<file path="config.mk">
export PLATFORM = sky130hd
export DESIGN_NAME = pipe_sequencer
export DESIGN_NICKNAME = d
export VERILOG_FILES = /design/src/rtl/cpu_types_pkg.sv /design/src/rtl/stall_counter.sv /design/src/rtl/pipe_sequencer.sv
export SDC_FILE = /design/constraint.sdc
export NUM_CORES = 1
export LEC_CHECK = 0
export CORE_UTILIZATION = 24
export DETAILED_ROUTE_END_ITERATION = 8
export GPL_TIMING_DRIVEN = 0
export PLACE_DENSITY = 0.72
export SETUP_SLACK_MARGIN = 0.2
export SLEW_MARGIN = 0
export SYNTH_ARGS = -nofsm -noshare
export SYNTH_HDL_FRONTEND = slang
export SYNTH_SLANG_ARGS = --single-unit
</file>
<file path="constraint.sdc">
create_clock -name CLK -period 1.5 [get_ports CLK]
set_input_delay 0.3 -clock CLK [delete_from_list [all_inputs] [get_ports CLK]]
set_output_delay 0.3 -clock CLK [all_outputs]
set_load 0.02 [all_outputs]
</file>
<file path="src/rtl/cpu_types_pkg.sv">
// Shared pipeline-control types: sequencer state and the bundle of latch/PC enables it drives.
package cpu_types_pkg;

    typedef enum logic [1:0] {
        RUN    = 2'd0,
        DWAIT  = 2'd1,
        HALTED = 2'd2
    } seq_state_t;

    typedef struct packed {
        logic pc_w;
        logic ifid_w;
        logic idex_w;
        logic exmem_w;
        logic memwb_w;
        logic ifid_rst;
        logic idex_rst;
        logic exmem_rst;
        logic memwb_rst;
    } seq_ctrl_t;

    localparam seq_ctrl_t CTRL_FREEZE = '0;

    localparam seq_ctrl_t CTRL_ADVANCE = '{
        pc_w: 1'b1, ifid_w: 1'b1, idex_w: 1'b1, exmem_w: 1'b1, memwb_w: 1'b1,
        ifid_rst: 1'b0, idex_rst: 1'b0, exmem_rst: 1'b0, memwb_rst: 1'b0
    };

    // Data-miss hold: front of the pipe frozen, bubble pushed into MEM/WB.
    localparam seq_ctrl_t CTRL_DSTALL = '{
        pc_w: 1'b0, ifid_w: 1'b0, idex_w: 1'b0, exmem_w: 1'b0, memwb_w: 1'b1,
        ifid_rst: 1'b0, idex_rst: 1'b0, exmem_rst: 1'b0, memwb_rst: 1'b1
    };

endpackage

</file>
<file path="src/rtl/stall_counter.sv">
// Saturating up-counter with synchronous enable and async active-low reset.
module stall_counter #(
    parameter int unsigned CNT_W = 32
) (
    input  logic             clk,
    input  logic             rst_n,
    input  logic             en_i,
    output logic [CNT_W-1:0] count_o
);

    logic [CNT_W-1:0] count_q;
    logic [CNT_W-1:0] count_d;

    always_comb begin
        count_d = count_q;
        if (en_i && (count_q != {CNT_W{1'b1}})) begin
            count_d = count_q + CNT_W'(1);
        end
    end

    always_ff @(posedge clk or negedge rst_n) begin
        if (!rst_n) begin
            count_q <= '0;
        end else begin
            count_q <= count_d;
        end
    end

    assign count_o = count_q;

endmodule

</file>
<file path="src/rtl/pipe_sequencer.sv">
// Five-stage pipeline hazard sequencer: PC/latch enables, flushes, data-miss wait and halt.
// Define STALL_CNT_EN to include the saturating stall-cycle counter; otherwise stallCount is 0.
module pipe_sequencer
    import cpu_types_pkg::*;
#(
    parameter int unsigned STALL_CNT_W = 32
) (
    input  logic                   CLK,
    input  logic                   nRST,
    input  logic                   ihit,
    input  logic                   dhit,
    input  logic                   memREN,
    input  logic                   memWEN,
    input  logic                   exBranchTaken,
    input  logic                   idLoadUse,
    input  logic                   wbHalt,
    output logic                   pcW,
    output logic                   ifidW,
    output logic                   idexW,
    output logic                   exmemW,
    output logic                   memwbW,
    output logic                   ifidRST,
    output logic                   idexRST,
    output logic                   exmemRST,
    output logic                   memwbRST,
    output logic                   halted,
    output logic [STALL_CNT_W-1:0] stallCount
);

    seq_state_t state_q;
    seq_state_t state_d;
    seq_ctrl_t  ctrl;
    logic       dmiss;

    assign dmiss = (memREN | memWEN) & ~dhit;

    always_ff @(posedge CLK or negedge nRST) begin
        if (!nRST) begin
            state_q <= RUN;
        end else begin
            state_q <= state_d;
        end
    end

    always_comb begin
        state_d = state_q;
        unique case (state_q)
            RUN: begin
                if (wbHalt)     state_d = HALTED;
                else if (dmiss) state_d = DWAIT;
            end
            DWAIT: begin
                if (wbHalt)     state_d = HALTED;
                else if (dhit)  state_d = RUN;
            end
            HALTED:  state_d = HALTED;
            default: state_d = RUN;
        endcase
    end

    // A taken branch outranks load-use and fetch miss: the ID instruction is wrong-path anyway.
    always_comb begin
        ctrl = CTRL_FREEZE;
        unique case (state_q)
            RUN: begin
                if (wbHalt) begin
                    ctrl = CTRL_FREEZE;
                end else if (dmiss) begin
                    ctrl = CTRL_DSTALL;
                end else if (exBranchTaken) begin
                    ctrl          = CTRL_ADVANCE;
                    ctrl.ifid_rst = 1'b1;
                    ctrl.idex_rst = 1'b1;
                end else if (idLoadUse) begin
                    ctrl          = CTRL_ADVANCE;
                    ctrl.pc_w     = 1'b0;
                    ctrl.ifid_w   = 1'b0;
                    ctrl.idex_rst = 1'b1;
                end else if (!ihit) begin
                    ctrl          = CTRL_ADVANCE;
                    ctrl.pc_w     = 1'b0;
                    ctrl.ifid_rst = 1'b1;
                end else begin
                    ctrl = CTRL_ADVANCE;
                end
            end
            DWAIT: begin
                if (wbHalt)    ctrl = CTRL_FREEZE;
                else if (dhit) ctrl = CTRL_ADVANCE;
                else           ctrl = CTRL_DSTALL;
            end
            HALTED:  ctrl = CTRL_FREEZE;
            default: ctrl = CTRL_FREEZE;
        endcase
    end

    // Reset forces every enable low without waiting for a clock edge.
    assign pcW      = nRST & ctrl.pc_w;
    assign ifidW    = nRST & ctrl.ifid_w;
    assign idexW    = nRST & ctrl.idex_w;
    assign exmemW   = nRST & ctrl.exmem_w;
    assign memwbW   = nRST & ctrl.memwb_w;
    assign ifidRST  = nRST & ctrl.ifid_rst;
    assign idexRST  = nRST & ctrl.idex_rst;
    assign exmemRST = nRST & ctrl.exmem_rst;
    assign memwbRST = nRST & ctrl.memwb_rst;
    assign halted   = nRST & (state_q == HALTED);

`ifdef STALL_CNT_EN
    logic stall_en;

    assign stall_en = ~ctrl.pc_w & (state_q != HALTED);

    stall_counter #(
        .CNT_W (STALL_CNT_W)
    ) u_stall_counter (
        .clk     (CLK),
        .rst_n   (nRST),
        .en_i    (stall_en),
        .count_o (stallCount)
    );
`else
    assign stallCount = '0;
`endif

endmodule

</file>
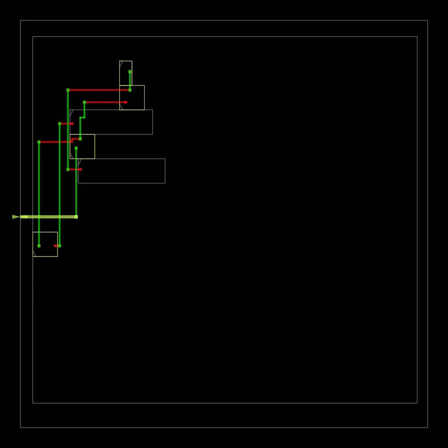
clock_nets.png
Flops: 2
clock buf count: 4
P_clk: 0.139 mW
clock buffers created by TritonCTS: 3

==> impl_metrics.ini <==
; physical design summary
[power]
swShare = 0.391
switchingPower_mw = 0.153
seq_power_share = 0.138
power_mw = 0.392
p_comb_frac = 0.508
seq_power_mw = 0.0543
ir_drop_mv = 0.378
p_leak_nw = 0.529
p_comb_mw = 0.199
p_clk_frac = 0.354
power_leader = combinational logic
p_per_area_nw_per_um2 = 418
p_int_mw = 0.239

[clock_network]
htree_levels = 1
cts-root-buf = clkbuf_4
clock_sinks = 2
clockBufferDepth = 2
cts_resized = 57
clkSlewWorstSetupHoldPaths_ns = 0.04
cts-hold-fix-buffers = 1
cts_tree = done
clkLatencyLatePin_ns = 0.23
post-cts-setup-buffers = 3

[cells_and_area]
largest_register_ffs = 2
multi_input_comb_cells = 50
final-nonclk-buf-share = 0.516
n_all_inverters = 3
antenna_cells = 0
top_regs = state_q: 2 flops
final_util = 0.538
fin_area_um2 = 938
most-common-layout-cells = buf_4 (40), conb_1 (33), buf_6 (9), dlygate4sd2_1 (6), clkbuf_4 (3)
fill_cells = 181
comb-cell-share = 0.356
layout-drive-gt1-share = 0.547
layout.cells.most_common = buf_4
finalNonFillerCells = 142
final-seq-area_um2 = 51.3
area_growth_pct = 108
clock_cell_area_share = 0.0280
nets = 127
comb_area_um2 = 334
buffers_excl_clock = 58
sh_seq_area = 0.0547

[route]
top_layer = met3
drt_wl_total_um = 1040
wl_met3_um = 120
drt_first_pass_iters = 2
ant_nets = 0
wl_met1_um = 382
drc = 0
vias = 453
routedWlPerCell_um = 7.34

[synth]
edf_count = 0
async_flop_share = 1.00
netlist_area_um2 = 450
ys_ff = 2
synth_warnings = 0
yosys_cells = 58
simple_gate_area_frac = 0.147
largest_area_cell = buf_4
top_area_frac = 0.567
yosysUniqueCellTypes = 17
fa_ha_area_frac = 0
syn_inst = 58
area_leaders = buf_4 (57%), dfrtp_1 (11%), o21ba_2 (4.4%)
synthMuxAreaShare = 0.0222
aoi_share = 0.0944
ys_top_logic_family = buffers and inverters
flop_cell = dfrtp_1
xor_share = 0
synth_chip_area_um2 = 450
top_cell = buf_4
synth.avg_cell_area_um2 = 7.77
ys_seq_frac = 0.111
common_cells = buf_4 (34), nor4_1 (3)

[grt]
grt_pass1_wl_um = 1560
overflow = 0
grt_util_met2 = 0.203
grt_util_met3 = 0.0360
gr-usage-all-layers = 0.110
antenna_found_initial = 0
grt_pass1_vias = 377
use_met1 = 0.101
grt_busiest_layer = met2

[worst_setup_path]
cpLargestDelayFamily = simple AND/OR/NAND/NOR gates
crit_chain = or3b_1, buf_6, nor4_4, buf_4
r2r-start = state_q[0]
rr_endpoint = state_q[0]
r2r_slack_ns = 0.46
r2r_cells = 3
required_ns = 1.20
cpPeakStageDelay_ns = 0.38
crit_type = flip-flop to output pin
critPathBufInv = 2
path_depth = 4
startpoint = state_q[1]
cp-start-kind = flip-flop
worstSetupEndpointType = output pin
worst_ep_arrival_time_ns = 1.53
crit_end = idexRST
critical_path.max_fanout = 7

[worst_hold_path]
hp-start = wbHalt
hp-class = primary input to flip-flop
min_to = state_q[0]

[place]
place_congestion = 0.599
dp_cells = 132
port_buffers = 17
dp_hpwl_um = 809
post_dp_cell_area_um2 = 863
pre_cts_ws_ns = -1.03

[die]
die_x_um = 45.3
die_h_um = 45.3
rows = 15
tap_cells = 25
initial_core_util = 0.258
core_area_um2 = 1750
ios = 51
die-area_um2 = 2050

[timing]
final.setup.worst_slack_ns = -0.325
drv_slew = 0
rsz0062_at_grt = true
hold_viol = 0
hold_slack_ns = 0.407
tns_ns = -2.19
period_minus_slack_ns = 1.83
timing.fmax_mhz = 548
setup_viol = 8
finalCritPeriodShare = 1.22
finClkSkew_ns = 0.00791

[run_status]
violations = setup timing
outcome = complete, but fails checks

[job]
maxCapViolCount = 0
warning_count = 29
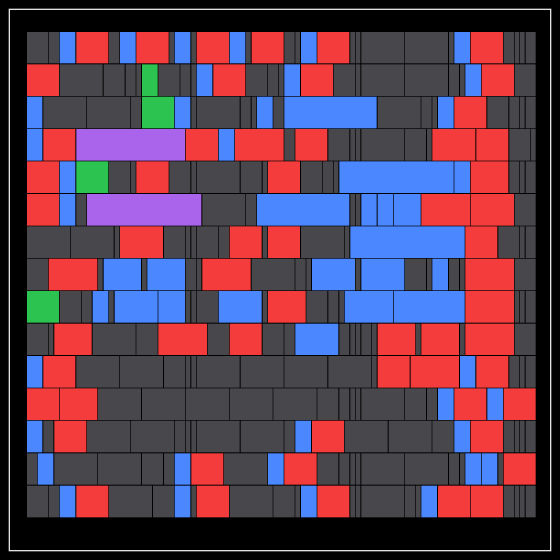
class_map.png
Fill, decap, tap and diode cells in grey.
legend:
  remaining logic cells:
    colour: blue
    cells: 53
  sequential cells:
    colour: purple
    cells: 2
  clock drivers and dummy loads:
    colour: green
    cells: 4
  remaining buffers and delay cells:
    colour: red
    cells: 58

Power and IR drop assume default switching activity.
